### src/rtl/fifo64_unpack32_if.sv
// fifo64_unpack32_if: FIFO read side plus 32-bit stream side of the 64->32 drain stage.
// master = drain block: drives fifo_rdreq, dout, dout_valid, busy (and pop_cnt).
// slave  = environment: drives fifo_empty, fifo_q, dout_ready, flush (and cnt_clr).
// Optional stats ports exist only with FIFO64_UNPACK_STATS_EN defined.
interface fifo64_unpack32_if;
  logic        fifo_empty;
  logic [63:0] fifo_q;
  logic        fifo_rdreq;
  logic [31:0] dout;
  logic        dout_valid;
  logic        dout_ready;
  logic        flush;
  logic        busy;
`ifdef FIFO64_UNPACK_STATS_EN
  logic        cnt_clr;
  logic [31:0] pop_cnt;
  modport master(input fifo_empty, fifo_q, dout_ready, flush, cnt_clr,
                 output fifo_rdreq, dout, dout_valid, busy, pop_cnt);
  modport slave(output fifo_empty, fifo_q, dout_ready, flush, cnt_clr,
                input fifo_rdreq, dout, dout_valid, busy, pop_cnt);
`else
  modport master(input fifo_empty, fifo_q, dout_ready, flush,
                 output fifo_rdreq, dout, dout_valid, busy);
  modport slave(output fifo_empty, fifo_q, dout_ready, flush,
                input fifo_rdreq, dout, dout_valid, busy);
`endif
endinterface

### src/rtl/fifo64_unpack32.sv
// fifo64_unpack32: drains a 64-bit FIFO into a 4-entry credit-limited buffer and emits 32-bit halves.
// Ports: clk, rst_n (async active-low), bus (fifo64_unpack32_if.master: FIFO pop side, 32-bit valid/ready
// stream, flush, busy). Optional pop counter (cnt_clr/pop_cnt) under FIFO64_UNPACK_STATS_EN.
// Parameters: RD_LAT (1..3) FIFO read latency, LSW_FIRST selects which half goes out first.
module fifo64_unpack32 #(
  parameter int RD_LAT    = 1,
  parameter bit LSW_FIRST = 1
) (
  input logic                  clk,
  input logic                  rst_n,
  fifo64_unpack32_if.master    bus
);
  logic [63:0]       mem_q [4];
  logic [63:0]       mem_d [4];
  logic [1:0]        wp_q, wp_d, rp_q, rp_d;
  logic              half_q, half_d;
  logic [2:0]        occ_q, occ_d;
  logic [1:0]        inf_q, inf_d;
  logic [RD_LAT-1:0] tag_q, tag_d, disc_q, disc_d;
  logic [2:0]        sum;
  logic              rdreq, ret, xfer, free;
  logic [63:0]       head;
  always_comb begin
    sum   = occ_q + {1'b0, inf_q};
    // rst_n gates the request so it drops asynchronously with the reset
    rdreq = rst_n && !bus.fifo_empty && !bus.flush && (sum < 3'd4);
    // a return emerging during flush is in flight and therefore dropped
    ret   = tag_q[RD_LAT-1] && !bus.flush;
    xfer  = (occ_q != 3'd0) && bus.dout_ready;
    free  = xfer && half_q;
    tag_d    = '0;
    disc_d   = '0;
    tag_d[0] = rdreq;
    for (int i = 1; i < RD_LAT; i++) begin
      tag_d[i]  = tag_q[i-1];
      disc_d[i] = disc_q[i-1];
    end
    if (bus.flush) begin
      disc_d = disc_d | tag_d;
      tag_d  = '0;
    end
    mem_d = mem_q;
    if (ret) mem_d[wp_q] = bus.fifo_q;
    wp_d   = bus.flush ? 2'd0 : wp_q + {1'b0, ret};
    rp_d   = bus.flush ? 2'd0 : rp_q + {1'b0, free};
    half_d = bus.flush ? 1'b0 : half_q ^ xfer;
    occ_d  = bus.flush ? 3'd0 : occ_q + {2'b0, ret} - {2'b0, free};
    inf_d  = bus.flush ? 2'd0 : inf_q + {1'b0, rdreq} - {1'b0, tag_q[RD_LAT-1]};
    head   = mem_q[rp_q];
    bus.fifo_rdreq = rdreq;
    bus.dout_valid = occ_q != 3'd0;
    bus.dout       = (occ_q == 3'd0) ? 32'd0 : ((half_q ^ !LSW_FIRST) ? head[63:32] : head[31:0]);
    bus.busy       = (occ_q != 3'd0) || (inf_q != 2'd0) || (|disc_q);
  end
  always_ff @(posedge clk or negedge rst_n) begin
    if (!rst_n) begin
      for (int i = 0; i < 4; i++) mem_q[i] <= '0;
      wp_q   <= '0;
      rp_q   <= '0;
      half_q <= 1'b0;
      occ_q  <= '0;
      inf_q  <= '0;
      tag_q  <= '0;
      disc_q <= '0;
    end else begin
      for (int i = 0; i < 4; i++) mem_q[i] <= mem_d[i];
      wp_q   <= wp_d;
      rp_q   <= rp_d;
      half_q <= half_d;
      occ_q  <= occ_d;
      inf_q  <= inf_d;
      tag_q  <= tag_d;
      disc_q <= disc_d;
    end
  end
`ifdef FIFO64_UNPACK_STATS_EN
  logic [31:0] pop_cnt_q, pop_cnt_d;
  always_comb begin
    pop_cnt_d   = bus.cnt_clr ? 32'd0 : pop_cnt_q + {31'd0, xfer};
    bus.pop_cnt = pop_cnt_q;
  end
  always_ff @(posedge clk or negedge rst_n) begin
    if (!rst_n) pop_cnt_q <= '0;
    else pop_cnt_q <= pop_cnt_d;
  end
`endif
  // credits guarantee a return always finds a free slot
  a_credit: assert property (@(posedge clk) disable iff (!rst_n) sum <= 3'd4);
endmodule

### src/flat_wrapper.sv
// flat-port wrapper written by rule: the top's interface ports become plain ports
module fifo64_unpack32_flat 
#(
  parameter int RD_LAT    = 1,
  parameter bit LSW_FIRST = 1
)
  (clk, rst_n, bus_fifo_empty, bus_fifo_q, bus_dout_ready, bus_flush, bus_fifo_rdreq, bus_dout, bus_dout_valid, bus_busy);
  fifo64_unpack32_if bus_i ();
  input logic clk;
  input logic rst_n;
  input wire logic [$bits(bus_i.fifo_empty)-1:0] bus_fifo_empty;
  input wire logic [$bits(bus_i.fifo_q)-1:0] bus_fifo_q;
  input wire logic [$bits(bus_i.dout_ready)-1:0] bus_dout_ready;
  input wire logic [$bits(bus_i.flush)-1:0] bus_flush;
  output wire logic [$bits(bus_i.fifo_rdreq)-1:0] bus_fifo_rdreq;
  output wire logic [$bits(bus_i.dout)-1:0] bus_dout;
  output wire logic [$bits(bus_i.dout_valid)-1:0] bus_dout_valid;
  output wire logic [$bits(bus_i.busy)-1:0] bus_busy;
  assign bus_i.fifo_empty = bus_fifo_empty;
  assign bus_i.fifo_q = bus_fifo_q;
  assign bus_i.dout_ready = bus_dout_ready;
  assign bus_i.flush = bus_flush;
  assign bus_fifo_rdreq = bus_i.fifo_rdreq;
  assign bus_dout = bus_i.dout;
  assign bus_dout_valid = bus_i.dout_valid;
  assign bus_busy = bus_i.busy;
  fifo64_unpack32 #(.RD_LAT(RD_LAT), .LSW_FIRST(LSW_FIRST)) u_core (.clk(clk), .rst_n(rst_n), .bus(bus_i));
endmodule
### config.mk
export PLATFORM = sky130hd
export DESIGN_NAME = fifo64_unpack32_flat
export DESIGN_NICKNAME = d
export VERILOG_FILES = /design/src/rtl/fifo64_unpack32_if.sv /design/src/rtl/fifo64_unpack32.sv /design/src/flat_wrapper.sv
export SDC_FILE = /design/constraint.sdc
export NUM_CORES = 1
export LEC_CHECK = 0
export CORE_MARGIN = 2
export CORE_UTILIZATION = 53
export DETAILED_ROUTE_END_ITERATION = 10
export GPL_TIMING_DRIVEN = 0
export HOLD_SLACK_MARGIN = 0.05
export PLACE_DENSITY = 0.79
export SLEW_MARGIN = 20
export SYNTH_ARGS = -nofsm -noshare
export SYNTH_HDL_FRONTEND = slang
export SYNTH_SLANG_ARGS = --single-unit
### constraint.sdc
create_clock -name clk -period 6.2 [get_ports clk]
set_clock_uncertainty 0.15 [all_clocks]
set_input_delay 1.24 -clock clk [delete_from_list [all_inputs] [get_ports clk]]
set_output_delay 1.24 -clock clk [all_outputs]
set_load 0.005 [all_outputs]
### Metal layers overlaid

The bar under the picture is 50 um long. Two of the layers only.
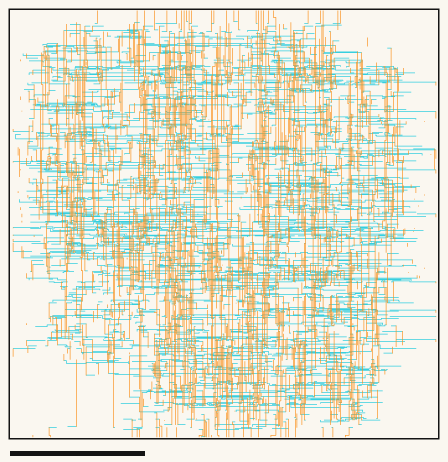
Key: cyan = metal 1 [wire length 13300 um]; orange = metal 2 [wire length 13500 um]
Via Count: 7673
detail-routed net length per standard cell: 20.9 um
GRT Overall Usage: 23.2%

### Met2 routing

The bar under the picture is 50 um long.
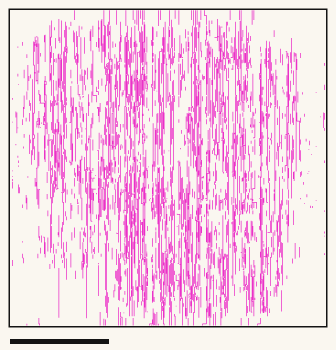
The layer holds 47% of the routed length. 1004 nets have wire on it.
Total Wirelength: 28600 um
met2 Track Usage GR: 37.5%

==> notes.md <==
Entry: Yosys synthesis followed by OpenROAD place and route.

Run status:
- The run finished with clean final reports.

Synthesis:
- The run puts the sequential cell area fraction in the yosys report at between 50% and 60%.
- The run puts the post-synthesis mux area share at 33.0%.
- The run puts the adder-cell area share of the yosys netlist at 0.946%.
- The run gives the dominant synthesized flop cell as sky130_fd_sc_hd__dfrtp_1.
- Synthesis produced 891 cells.
- The synthesized netlist was found by Yosys to have 891 cells.
- The run puts the compound-cell area share of the yosys netlist at 4.78%.
- Sorting the synthesized cells by how often they occur yields 287 x sky130_fd_sc_hd__mux2_2, 268 x sky130_fd_sc_hd__dfrtp_1, 60 x sky130_fd_sc_hd__mux2_4.
- By area, the combinational part of the netlist is dominated by multiplexers.
- The run puts the netlist area before placement at 12700 um^2.
- The run gives the area fraction in xor and xnor cells as 0.414%.
- Warnings reported by Yosys during synthesis add up to 0.
- For reference, the top cells by area after synthesis are sky130_fd_sc_hd__dfrtp_1 53%, sky130_fd_sc_hd__mux2_2 25%, sky130_fd_sc_hd__mux2_4 7.1%.
- For reference, simple AND, OR, NAND and NOR cells occupy 4.29% of the area reported after synthesis.

Flow run:
- The run gives the total number of warnings across the stage logs as 26.

STA:
- The run puts the sum of negative setup slack at 0 ns.
- The run puts the post-route worst hold slack at about 0.33 ns.
- The run gives the relative slew slack as 51.4%.
- The run puts the top achievable clock speed at 229 MHz.
- The run puts the number of setup violations in the final report at 0.
- The run gives the slack of the critical path as 1.83 ns.
- For the pin with the worst max-slew slack, the measured transition is ~0.73 ns.

Critical path:
- The run gives the signal arrival time at the worst endpoint as 2.98 ns.
- Listed in order, past its start point the critical path passes or3_1 > clkbuf_1 > clkbuf_1 > o21ai_0 > nor3_1 > clkdlybuf4s50_1.
- The run gives the element type at the critical path start as a register.
- Per STA, the startpoint of the critical path is u_core.occ_q[1].
- Looking at the critical path, the single cell with the biggest stage delay is sky130_fd_sc_hd__clkdlybuf4s50_1.
- STA classifies the critical path endpoint as an output pin.
- On the critical path the largest part of the delay comes from buffers and inverters.

Finish:
- The run gives the tally of non-filler cells in the final layout as ~1400.
- The finished layout reports a core utilization of 64.6%.
- The run puts the count of multi-input gates at 556.
- The run gives the most used logic cell in the final layout as sky130_fd_sc_hd__mux2_2.
- Leaving out buffers and inverters, the combinational logic in the layout accounts for 5520 um^2.
- The run puts the total inserted antenna cells at 0.
- The run gives the top cell class by occupied area as flip-flops and latches.
- The run puts the post-route cell area at between 15000 and 20000 um^2.
- The run puts the number of flip-flops in the largest register at 256.
- The run gives the number of fill cells as 1734.
- The run gives the synthesis-to-finish area growth as 19.4%.

Power and ir drop:
- The run gives the part of the total power dissipated in combinational logic as between 10% and 20%.
- The clock network is responsible for roughly two fifths of the overall power.
- The run gives the power dissipated in the clock network as 1.76 mW.
- The run puts the power attributed to sequential cells at ~2 mW.
- The run gives the maximum ir drop on the vdd rail as between 0.2 and 0.25 mV.
- For this design the ratio of total power to cell area is 279 nW/um^2.
- The run puts the power after layout at 4.23 mW.
- The internal portion of the total power is 3.28 mW.

Place:
- The run gives the detailed-placement wirelength estimate as between 15000 and 20000 um.
- The run gives the global placement routability congestion as a little under 0.8.

Clock network:
- In this run the clock root is driven by a sky130_fd_sc_hd__clkbuf_16.
- The run puts the number of clock buffers inserted by TritonCTS at 28.
- The run gives the total of hold buffers inserted after clock tree synthesis as 0.
- The run gives the TritonCTS clock tree as built.
- Per the CTS log, the maximum H-tree level is 1.
- No sink is reached through more buffers than the 3 on the longest clock path.

Global routing:
- The first global-routing pass estimated around 47000 um of wire.
- The run puts the number of antenna violations at the first check in global routing at 0.
- The run puts the global-route met3 utilization at approximately 2.8%.

Floorplan:
- The run puts the full die area at 25200 um^2.
- The run puts the chip height at 159 um.
- The total area inside the core boundary comes to 23500 um^2.
- According to the floorplan report, the die width is between 150 and 200 um.
- The run puts the number of core rows at 56.

Route:
- The run puts the final routed DRC violation total at 0.
- Detailed routing placed a total of 13500 um of wire on met2.
- The run puts the detailed-routing wirelength on met1 at 13300 um.
- Per the detail_route log, met3 wirelength is 1140 um.

Min path:
- The run gives the endpoint of the worst hold path as u_core.mem_q[195].
- The launch point of the worst min-delay path is recorded as u_core.mem_q[195].
Power and IR drop assume default switching activity.
